$ cat config.mk
export PLATFORM = sky130hd
export DESIGN_NAME = mem_arbiter
export DESIGN_NICKNAME = d
export VERILOG_FILES = /design/src/rtl/mem_arbiter.sv
export SDC_FILE = /design/constraint.sdc
export NUM_CORES = 1
export LEC_CHECK = 0
export ABC_CLOCK_PERIOD_IN_PS = 4200
export CAP_MARGIN = 20
export CORE_ASPECT_RATIO = 0.7
export CORE_MARGIN = 5
export CORE_UTILIZATION = 33
export CTS_CLUSTER_DIAMETER = 50
export DETAILED_ROUTE_END_ITERATION = 12
export HOLD_SLACK_MARGIN = 0.02
export PLACE_DENSITY_LB_ADDON = 0.05
export SLEW_MARGIN = 20
export SYNTH_ARGS = -nofsm -noshare
export SYNTH_HDL_FRONTEND = slang
export SYNTH_SLANG_ARGS = --single-unit
$ cat constraint.sdc
create_clock -name clk -period 4.2 [get_ports clk]
set_clock_uncertainty 0.15 [all_clocks]
set_input_delay 1.26 -clock clk [delete_from_list [all_inputs] [get_ports clk]]
set_output_delay 1.26 -clock clk [all_outputs]
set_load 0.02 [all_outputs]
$ cat src/rtl/mem_arbiter.sv
// Arbiter sharing one single-ported memory between the fetch port and the data port (data wins by default).
// Define MEM_ARBITER_STARVE_GUARD_EN to force a fetch grant after STARVE_LIM consecutive data grants made while fetch waits.
module mem_arbiter #(
    parameter int AW         = 16,
    parameter int DW         = 16,
    parameter int MAX_WAIT   = 15,
    parameter int STARVE_LIM = 3
) (
    input  logic          clk,
    input  logic          reset,
    input  logic          if_req,
    input  logic [AW-1:0] if_addr,
    output logic [DW-1:0] if_rdata,
    output logic          if_ack,
    input  logic          d_req,
    input  logic          d_we,
    input  logic [AW-1:0] d_addr,
    input  logic [DW-1:0] d_wdata,
    output logic [DW-1:0] d_rdata,
    output logic          d_ack,
    output logic          err,
    output logic          stall_if,
    output logic          stall_mem,
    output logic          m_en,
    output logic          m_we,
    output logic [AW-1:0] m_addr,
    output logic [DW-1:0] m_wdata,
    input  logic [DW-1:0] m_rdata,
    input  logic          m_ready
);

    typedef enum logic [1:0] {IDLE, IF_BUSY, D_BUSY} state_t;

    localparam logic [8:0] LP_MAX_WAIT = 9'(MAX_WAIT);

    if (MAX_WAIT < 1 || MAX_WAIT > 255 || STARVE_LIM < 1) begin : g_param_check
        $error("mem_arbiter: MAX_WAIT must be 1..255 and STARVE_LIM at least 1");
    end

    state_t        r_state, w_state_nxt;
    logic          r_m_en, r_m_we;
    logic [AW-1:0] r_m_addr;
    logic [DW-1:0] r_m_wdata;
    logic [DW-1:0] r_if_rdata, r_d_rdata;
    logic          r_if_ack, r_d_ack, r_err;
    logic [7:0]    r_wait;
    logic [8:0]    w_wait_inc;
    logic          w_grant_if, w_grant_d, w_done_ok, w_timeout, w_force_if;

    assign w_wait_inc = {1'b0, r_wait} + 9'd1;

`ifdef MEM_ARBITER_STARVE_GUARD_EN
    localparam logic [7:0] LP_STARVE_LIM = 8'(STARVE_LIM);
    logic [7:0] r_starve;

    assign w_force_if = if_req && (r_starve >= LP_STARVE_LIM);

    always_ff @(posedge clk or posedge reset) begin
        if (reset) begin
            r_starve <= '0;
        end else if (w_grant_if) begin
            r_starve <= '0;
        end else if (w_grant_d) begin
            if (!if_req)
                r_starve <= '0;
            else if (r_starve != 8'hFF)
                r_starve <= r_starve + 8'd1;
        end
    end
`else
    assign w_force_if = 1'b0;
`endif

    always_ff @(posedge clk or posedge reset) begin
        if (reset)
            r_state <= IDLE;
        else
            r_state <= w_state_nxt;
    end

    // No grant while an ack is pulsing: the requester still holds its request in that cycle.
    always_comb begin
        w_state_nxt = r_state;
        w_grant_if  = 1'b0;
        w_grant_d   = 1'b0;
        w_done_ok   = 1'b0;
        w_timeout   = 1'b0;
        case (r_state)
            IDLE: begin
                if (!(r_if_ack || r_d_ack)) begin
                    if (d_req && !w_force_if) begin
                        w_grant_d   = 1'b1;
                        w_state_nxt = D_BUSY;
                    end else if (if_req) begin
                        w_grant_if  = 1'b1;
                        w_state_nxt = IF_BUSY;
                    end
                end
            end
            IF_BUSY, D_BUSY: begin
                if (m_ready) begin
                    w_done_ok   = 1'b1;
                    w_state_nxt = IDLE;
                end else if (w_wait_inc >= LP_MAX_WAIT) begin
                    w_timeout   = 1'b1;
                    w_state_nxt = IDLE;
                end
            end
            default: w_state_nxt = IDLE;
        endcase
    end

    always_ff @(posedge clk or posedge reset) begin
        if (reset) begin
            r_m_en     <= 1'b0;
            r_m_we     <= 1'b0;
            r_m_addr   <= '0;
            r_m_wdata  <= '0;
            r_if_rdata <= '0;
            r_d_rdata  <= '0;
            r_if_ack   <= 1'b0;
            r_d_ack    <= 1'b0;
            r_err      <= 1'b0;
            r_wait     <= '0;
        end else begin
            r_if_ack <= 1'b0;
            r_d_ack  <= 1'b0;
            r_err    <= 1'b0;
            if (w_grant_d) begin
                r_m_en    <= 1'b1;
                r_m_we    <= d_we;
                r_m_addr  <= d_addr;
                r_m_wdata <= d_wdata;
                r_wait    <= '0;
            end else if (w_grant_if) begin
                r_m_en    <= 1'b1;
                r_m_we    <= 1'b0;
                r_m_addr  <= if_addr;
                r_m_wdata <= '0;
                r_wait    <= '0;
            end else if (w_done_ok || w_timeout) begin
                r_m_en <= 1'b0;
                r_m_we <= 1'b0;
                r_err  <= w_timeout;
                if (r_state == IF_BUSY) begin
                    r_if_ack   <= 1'b1;
                    r_if_rdata <= w_done_ok ? m_rdata : '1;
                end else begin
                    r_d_ack <= 1'b1;
                    // Writes never disturb the data read register, even on abort.
                    if (!r_m_we)
                        r_d_rdata <= w_done_ok ? m_rdata : '1;
                end
            end else if (r_state != IDLE && r_wait != 8'hFF) begin
                r_wait <= r_wait + 8'd1;
            end
        end
    end

    assign m_en      = r_m_en;
    assign m_we      = r_m_we;
    assign m_addr    = r_m_addr;
    assign m_wdata   = r_m_wdata;
    assign if_rdata  = r_if_rdata;
    assign d_rdata   = r_d_rdata;
    assign if_ack    = r_if_ack;
    assign d_ack     = r_d_ack;
    assign err       = r_err;
    assign stall_if  = if_req & ~r_if_ack;
    assign stall_mem = d_req & ~r_d_ack;

endmodule

Figure 1. Placement by cell class (run 1).
Scale bar: 50 µm. Fill, decap, tap and diode cells in grey.
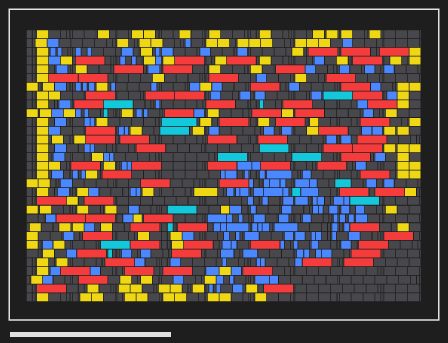
Key: yellow = remaining buffers and delay cells [cells 144, share of their area 28%]; cyan = clock drivers and dummy loads [cells 16, share of their area 5.7%]; red = registers [cells 79, share of their area 39%]; blue = remaining logic cells [cells 188, share of their area 27%]

Figure 2. Routing congestion (run 1).
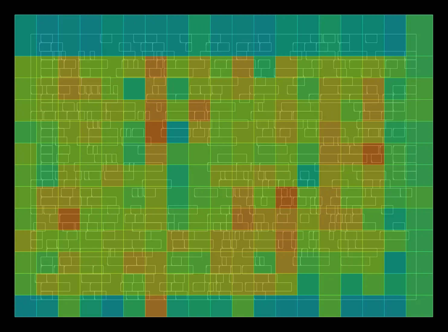
global router's overall resource usage: 15.1%
M2 GR Usage: 21.8%
Core Util, Final: 51.1%

==> changes_impl.md, run 1 <==
### Physical design

* Count of instances resized after the clock tree is built at 0
* Most frequent logic cell in the layout: sky130_fd_sc_hd__clkdlybuf4s50_1
* Largest family of logic cells by area: AND-OR/OR-AND gates
* Number of nets in the final layout at 496
* Clock buffer cells at 13
* Synth Register Bits at 79
* Hold crit path type: reg -> reg
* Yosys warning total at 0
* Type of the setup path with the least slack: in -> out
* Setup repair after global routing missed its margin: no
* Leakage at 2.14 nW
* Most used DFF post-synth: sky130_fd_sc_hd__dfrtp_1
* Complex-gate fraction of the synthesized area at 23.1%
* Yosys simple share at 8.60%
* NonClk Buf Share at 27.4%
* Ratio of total power to cell area at 757 mW/mm²
* Instance area after placement at 0.00498 mm²
* Crit-path max FO at 3
* Routed wire length at 9420 µm
* Required @ worst endpoint at 2.79 ns
* Timing-limited maximum frequency at 252 MHz
* Clock latency reported for the late side of the worst-skew pair at 0.32 ns
* 1st-pass router iterations at 4
* Sum of negative setup slack at 0 ns
* Final Hold Slack at 0.326 ns
* Sum of overflow across all layers after global routing at 0
* Drt drc at 0
* Number of antenna violations at the first check in global routing at 0
* Clock slew at reported path FFs at 0.06 ns
* # Cells Yosys at 283
* Quantity of hold-fixing buffers added after cts at 0
* Netlist area before placement at 0.00348 mm²
* Maximum root-to-sink buffer count at 2
* Result of the run: complete, no violations
* Kind of start point of the critical path: input port
* Tally of nets with antenna violations remaining after routing at 0
* Core utilization before placement at 33.7%
* Share of flip-flops with an asynchronous set or reset at 100%
* Number of core rows at 31
* Hold path startpoint: m_addr[13]$_DFFE_PP0P_
* Endpoint of the worst setup timing path: stall_mem
* DRC violation total after the first TritonRoute iteration at 70
* Core box area at 0.0103 mm²
* Worst-case headroom to the max-slew limit at 52.9%
* Die Footprint at 0.0127 mm²
* Largest cell class by area: sequential cells
* Horizontal die size at 133 µm
* Total count of hold-check failures in the final report at 0
* Number of different library cells in the post-synthesis netlist at 52
* Number of inserted diodes at 0
* Final-report setup violation count at 0
* Minimum period implied by the final worst setup slack at 3.97 ns
* Proportion of cell area occupied by registers at 37.5%
* Worst path cell trace: clkdlybuf4s50_1, inv_1, nor2_1, clkdlybuf4s50_1
* Layout cell share with drive strength beyond 1 at 7.49%
* Per-cell via count in the routed design at 4.93
* Post-synth EDFFs at 0
* Inserted tap cell count at 132
* Seq. cell area at 0.00198 mm²
* Synth Area per Inst at 12.3 µm²
* Setup Fix Bufs, Post-CTS at 0
* Post-Place Cells at 543
* Commonest cells after routing, fill and taps aside: 140 x sky130_fd_sc_hd__clkdlybuf4s50_1, 79 x sky130_fd_sc_hd__dfrtp_1, 33 x sky130_fd_sc_hd__o22a_1
* Pre-CTS setup slack at 0.215 ns
Figure 3. Local utilization (run 1).
The die is cut into 13 by 10 equal tiles; white is low, dark blue is high, 0 to 100% covered.
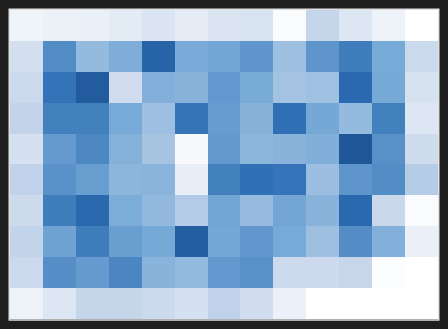
The mean over all tiles is 40%. 5.4% of the tiles are over 75% full. 5.4% of the tiles are nearly empty. The emptiest ninth of the die: south-east. The fullest tile reaches 84%.

Figure 4. Signal wires on met4 (run 1).
Scale bar: 50 µm. Supply wires on this layer in grey.
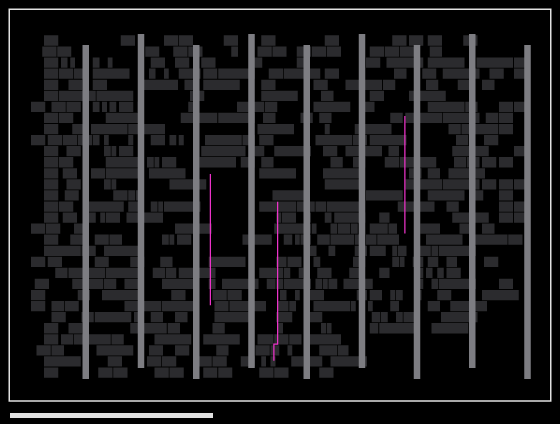
The longest straight run is 34.8 µm. The layer carries 100 µm of wire. The layer holds 1.1% of the routed length. 2 nets have wire on it.

-- run 1: state kept, by name, summed over array words and instances, names as in the netlist --
register / flops
m_we: 1
r_wait: 8
r_state: 2
d_ack: 1
m_wdata: 16
if_ack: 1
m_en: 1
err: 1
if_rdata: 16
m_addr: 16
d_rdata: 16
-- run 1: routing by layer --
metal	vias up	wire length, µm	track usage [%]
met1	1321	4290	19.8
li1	1328	-	-
met3	9	949	7.94
met2	96	4080	21.8
met5	-	0	0
met4	0	100	4.41
-- run 1: kinds of logic (layout without fill, tap and decap cells) --
| kind of cell | count (synthesis) | in the layout |
|---|---|---|
| fa+ha+maj | 4 | 4 |
| compound gates | 100 | 100 |
| buf+inv | 24 | 168 |
| xor+xnor | 2 | 2 |
| flops | 79 | 79 |
| simple gates | 56 | 56 |
| mux | 18 | 18 |
-- run 1: power by group --
part,total [mW],internal (mW),switching [mW]
clock,0.761,0.476,0.285
sequential,1.28,1.08,0.201
combinational,1.95,0.929,1.02
total,3.99,2.48,1.51
-- run 1: Yosys cell counts, drive strengths merged, types with 2 or more instances --
library cell | instances | area share (%)
a221o | 2 | 0.58
o31ai | 2 | 0.43
a31oi | 2 | 0.79
nor3 | 4 | 0.58
ha | 4 | 1.4
nand2 | 22 | 2.4
nand3 | 7 | 1.2
o2111ai | 2 | 0.50
a211oi | 2 | 0.79
mux2i | 17 | 4.9
dfrtp | 79 | 57
clkbuf | 5 | 0.54
and3 | 2 | 0.50
a21oi | 7 | 1.0
or2 | 2 | 0.36
nor2 | 8 | 0.94
inv | 8 | 0.86
o211ai | 2 | 0.43
a22o | 19 | 4.8
buf | 11 | 2.6
o21ai | 21 | 3.3
and2 | 3 | 0.61
o22a | 33 | 8.3
Figure 5. Signal wires on met1 (run 1).
Supply wires on this layer in grey.
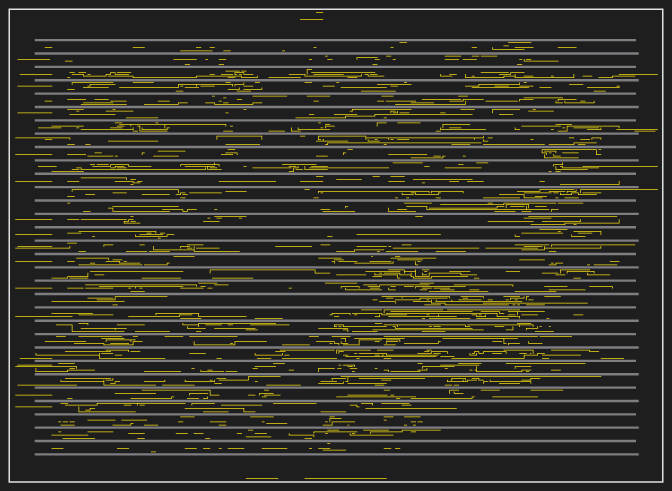

==> run 2: changes to the inputs <==
SETUP_SLACK_MARGIN = 0.4   (was unset)
Figure 6. Signal wires on met1 (run 2).
Supply wires on this layer in grey.
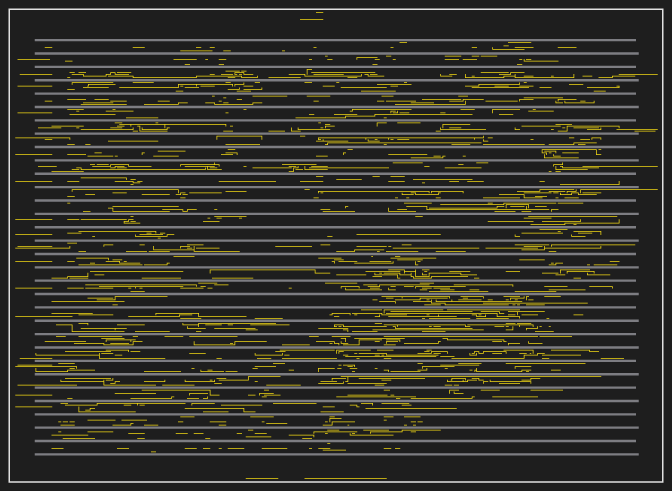
433 nets have wire on it. The wires run mostly horizontal. The layer carries 4290 µm of wire. The longest straight run is 52.9 µm. The layer holds 46% of the routed length.
routed wire length: 9420 µm
vias after detailed routing: 2753

==> run 2 against run 1 <==
Worst setup slack better by 0.28 ns; via count about the same; sequential power hardly changed; flip-flop count is the same; worst hold slack is the same; global-route usage did not move; count of clock-buffer cells in the layout is the same; sequential share of layout area about the same; maximum frequency rose by 7.5%; largest power group unchanged.
==> changes_impl.md, run 2 <==
### Physical design

* Minimum period implied by the final worst setup slack at 3.69 ns (-0.278 ns)
* Clock latency reported for the late side of the worst-skew pair at 0.32 ns (about the same)
* Fraction of synthesized cell area taken by the top area cell type at 56.8% (unchanged)
* Maximum root-to-sink buffer count at 2 (unchanged)
* Synth Register Bits at 79 (unchanged)
* Horizontal die size at 133 µm (unchanged)
* Cell accounting for the most synthesized area: sky130_fd_sc_hd__dfrtp_1
* Post-Route M1 WL at 4290 µm (unchanged)
* Instance area after placement at 0.00498 mm² (unchanged)
* Ratio of total power to cell area at 756 mW/mm² (about the same)
* Inserted tap cell count at 132 (unchanged)
* Pre-CTS setup slack at 0.215 ns (unchanged)
* Core Util, Final at 51.1% (about the same)
* Met3 routing resource usage after global routing at 7.94% (unchanged)
* Sum of overflow across all layers after global routing at 0 (unchanged)
* Number of inserted diodes at 0 (unchanged)
* Largest cell class by area: sequential cells
* Post-synth EDFFs at 0 (unchanged)
* Count of instances resized after the clock tree is built at 2 (+2)
* Yosys warning total at 0 (unchanged)
* Die Footprint at 0.0127 mm² (unchanged)
* Worst-case headroom to the max-slew limit at 52.9% (about the same)
* GR Layer Usage met1 at 19.8% (unchanged)
* Most used DFF post-synth: sky130_fd_sc_hd__dfrtp_1
* Tally of nets with antenna violations remaining after routing at 0 (unchanged)
* Global router's overall resource usage at 15.1% (unchanged)
* Number of core rows at 31 (unchanged)
* Seq. cell area at 0.00198 mm² (unchanged)
* Final-report setup violation count at 0 (unchanged)
* Number of different library cells in the post-synthesis netlist at 52 (unchanged)
* 1st-pass router iterations at 4 (unchanged)
* Number of antenna violations at the first check in global routing at 0 (unchanged)
* Total count of hold-check failures in the final report at 0 (unchanged)
* Core box area at 0.0103 mm² (unchanged)
* Type of the setup path with the least slack: in -> out
* Number of nets in the final layout at 496 (unchanged)
* Result of the run: complete, no violations
* Hold path startpoint: m_addr[13]$_DFFE_PP0P_
* Drt drc at 0 (unchanged)
* Kind of start point of the critical path: input port
* Setup Fix Bufs, Post-CTS at 0 (unchanged)
* M2 GR Usage at 21.8% (unchanged)
* Required @ worst endpoint at 2.79 ns (about the same)
* Hold crit path type: reg -> reg
* DRC violation total after the first TritonRoute iteration at 70 (unchanged)
* Netlist area before placement at 0.00348 mm² (unchanged)
* # Cells Yosys at 283 (unchanged)
* Per-cell via count in the routed design at 4.92 (about the same)
* Worst path cell trace: clkdlybuf4s50_1, inv_1, nor2_1, dlygate4sd2_1
* Proportion of cell area occupied by registers at 37.5% (about the same)
* Crit-path max FO at 3 (unchanged)
[run 2: worst max path at each step]
stage | startpoint | to | slack [ns] | cells past startpoint
4_1_cts | d_req | stall_mem | 0.49 | 4
2_1_floorplan | reset | d_ack$_DFF_PP0_ | 0.77 | 1
3_3_place_gp | d_req | stall_mem | 0.23 | 4
3_5_place_dp | d_req | stall_mem | 0.21 | 4
5_1_grt | d_req | stall_mem | 0.44 | 4
6_report | d_req | stall_mem | 0.51 | 4
[run 2: cells by family (layout without fill, tap and decap cells)]
| family | after synthesis | in the layout | share of synthesized area [%] |
|---|---|---|---|
| multiplexers | 18 | 18 | 5.32 |
| flip-flops | 79 | 79 | 56.8 |
| AND/OR/NAND/NOR | 56 | 56 | 8.60 |
| AND-OR/OR-AND | 100 | 100 | 23.1 |
| buffers and inverters | 24 | 168 | 4.03 |
| adder cells (fa/ha/maj) | 4 | 4 | 1.44 |
| XOR/XNOR | 2 | 2 | 0.720 |
[run 2: worst reg2reg max path, stage by stage, from the launching register on]
cell and delay (ns):
sky130_fd_sc_hd__dfrtp_1 0.48, sky130_fd_sc_hd__inv_1 0.07, sky130_fd_sc_hd__ha_1 0.31, sky130_fd_sc_hd__o21bai_1 0.23
sky130_fd_sc_hd__a31oi_4 0.16, sky130_fd_sc_hd__o2111a_2 0.33, sky130_fd_sc_hd__nor3b_4 0.48, sky130_fd_sc_hd__buf_4 0.28
sky130_fd_sc_hd__o22a_1 0.16
[run 2: where the power goes]
part	leakage [nW]	internal (mW)	total, mW	switching, mW
registers	0.940	1.08	1.28	0.201
clock network	0.140	0.476	0.760	0.284
logic	1.07	0.926	1.95	1.02
total	2.15	2.48	3.99	1.51
Figure 7. Signal wires on met4 (run 2).
Scale bar: 50 µm. Supply wires on this layer in grey.
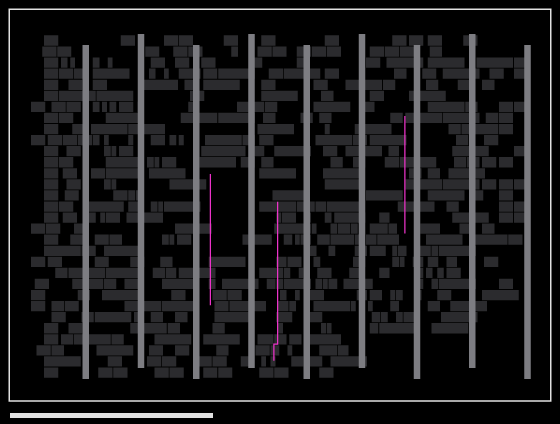

==> run 3: changes to the inputs <==
ABC_AREA = 1   (was unset)
GPL_TIMING_DRIVEN = 0   (was unset)
Figure 8. Signal wires on met4 (run 3).
Scale bar: 50 µm. Supply wires on this layer in grey.
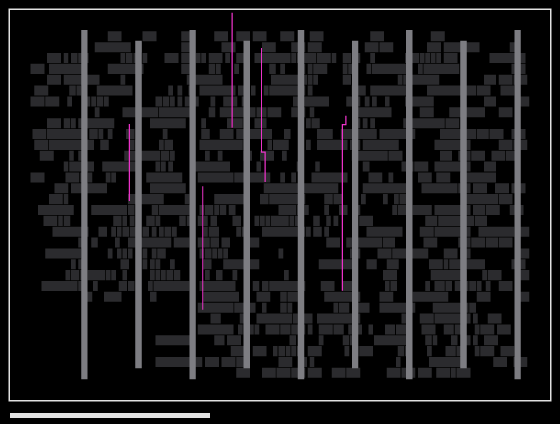
The wires run mostly vertical. The longest straight run is 41.5 µm.
routed wire length: 10900 µm
vias after detailed routing: 3408

==> run 3 against run 2 <==
Die area increased by 3.9%; design area increased by 5.9%; first-iteration DRC count increased to 3.1 times the previous value; clock power increased by 18%; synthesized area increased by 4.3%; largest cell class unchanged; highest routed layer unchanged.
==> changes_impl.md, run 3 <==
### Physical design

* Worst-case headroom to the max-slew limit at 42.5% (-10 points)
* CP max-delay cell: sky130_fd_sc_hd__clkdlybuf4s50_1
* Minimum setup slack in the final design at 0.506 ns
* Fraction of synthesized cell area taken by the top area cell type at 54.5% (-2.3 points)
* Yosys simple share at 26.7% (+18 points)
* TritonCTS clock tree: yes
* Area fraction in xor and xnor cells at 0% (-0.72 points)
* DRC violation total after the first TritonRoute iteration at 219 (+210%)
* Cell accounting for the most synthesized area: sky130_fd_sc_hd__dfrtp_1
* Post-synth EDFFs at 0 (unchanged)
* Final-report setup violation count at 0 (unchanged)
* Number of clock sinks at 79
* Gate family responsible for the most delay along the worst path: buffers and inverters
* Core Util, Final at 51.3% (+0.17 points)
* Hold crit path type: reg -> reg
* Netlist area before placement at 0.00363 mm² (+4.3%)
* Clock latency reported for the late side of the worst-skew pair at 0.33 ns (about the same)
* Actual slew at the worst max-slew pin at 0.859 ns
* Final Hold Slack at 0.324 ns
* Post-synthesis share of cell area spent on full adders, half adders and majority gates at 1.38% (-0.059 points)
* Largest family of logic cells by area: simple AND/OR/NAND/NOR gates
* Synthesized Nets at 489
* Multi-Input Combinational at 275
* Die Footprint at 0.0132 mm² (+3.9%)
* Most used DFF post-synth: sky130_fd_sc_hd__dfrtp_1
* Core box area at 0.0109 mm² (+5.6%)
* Crit-path max FO at 3 (unchanged)
* WL per Instance at 15.1 µm
* # Cells Yosys at 415 (+47%)
* Worst path cell trace: clkdlybuf4s50_1, inv_1, nor2_1, dlygate4sd2_1
* Total count of hold-check failures in the final report at 0 (unchanged)
* Global router's overall resource usage at 16.9% (+1.8 points)
* Minimum period implied by the final worst setup slack at 3.69 ns (+0.000657 ns)
* Peak VDD IR at 321 µV
* Horizontal die size at 135 µm (+2.0%)
* Ratio of total power to cell area at 775 mW/mm² (+2.4%)
* Kind of start point of the critical path: input port
* Required @ worst endpoint at 2.79 ns (about the same)
* Tally of nets with antenna violations remaining after routing at 0 (unchanged)
* Inserted tap cell count at 153 (+16%)
* Maximum root-to-sink buffer count at 2 (unchanged)
* Worst path max stage delay at 0.50 ns
* Number of inserted diodes at 0 (unchanged)
* Synth Register Bits at 79 (unchanged)
* Per-cell via count in the routed design at 4.71 (-4.4%)
* Type of the setup path with the least slack: in -> out
* Instance area after placement at 0.00524 mm² (+5.2%)
* Result of the run: complete, no violations
* Number of nets in the final layout at 641 (+29%)
* Pre-CTS setup slack at 0.228 ns (+0.0132 ns)
* Non-clock buffer count in the final layout at 164
* Complex-gate fraction of the synthesized area at 10.2% (-13 points)
* 1st-pass router iterations at 4 (unchanged)
* Proportion of cell area occupied by registers at 35.4% (-2.1 points)
* Number of core rows at 32 (+3.2%)
* Largest cell class by area: sequential cells
* Seq. cell area at 0.00198 mm² (unchanged)
* Number of different library cells in the post-synthesis netlist at 23 (-56%)
* Number of antenna violations at the first check in global routing at 0 (unchanged)
* Drt drc at 0 (unchanged)
* Mux contribution to synthesized area at 0% (-5.3 points)
* Yosys warning total at 0 (unchanged)
* Sum of overflow across all layers after global routing at 0 (unchanged)
[run 3: netlist changes by cell type after synthesis, moves of 6 or more]
cell                       previous run  this run
sky130_fd_sc_hd__a21oi_1              7         0
sky130_fd_sc_hd__inv_1                8        38
sky130_fd_sc_hd__o22a_1              33         0
sky130_fd_sc_hd__nor2_1               7        28
sky130_fd_sc_hd__nand4_1              1        27
sky130_fd_sc_hd__o21a_1               0        16
sky130_fd_sc_hd__nand2_1             22       118
sky130_fd_sc_hd__nand3_1              6        33
sky130_fd_sc_hd__clkbuf_1             5        11
sky130_fd_sc_hd__mux2i_1             17         0
[run 3: final timing paths]
path	cells after the start	slack (ns)	to	startpoint
max	4	0.51	stall_mem	d_req
max in group asynchronous	3	2.13	if_rdata[1]$_DFFE_PP0P_	reset
max reg2reg	7	1.70	r_wait[0]$_DFFE_PP0P_	r_wait[0]$_DFFE_PP0P_
min in group asynchronous	2	1.17	m_wdata[2]$_DFFE_PP0P_	reset
min	2	0.32	if_rdata[4]$_DFFE_PP0P_	if_rdata[4]$_DFFE_PP0P_
min reg2reg	2	0.32	if_rdata[4]$_DFFE_PP0P_	if_rdata[4]$_DFFE_PP0P_
[run 3: routing by layer]
layer | track usage, % | routed length (µm) | vias up
met4 | 5.03 | 156 | 0
met3 | 4.76 | 779 | 13
met2 | 23.7 | 4450 | 110
met1 | 25.2 | 5530 | 1613
li1 | - | - | 1672
met5 | 0 | 0 | -
[run 3: report_power, final]
part / total [mW] / internal [mW] / switching, mW
Clock: 0.900 / 0.594 / 0.306
Combinational: 2.13 / 0.934 / 1.20
Sequential: 1.29 / 1.10 / 0.195
[run 3: what timing repair did]
action / CTS / global route
hold buffers: 0 / 0
gates resized: 2 / 0
buffers inserted: 0 / 0
setup endpoints to repair: 2 / 0
Power figures rest on the tool's default switching activity, not on a simulated workload.
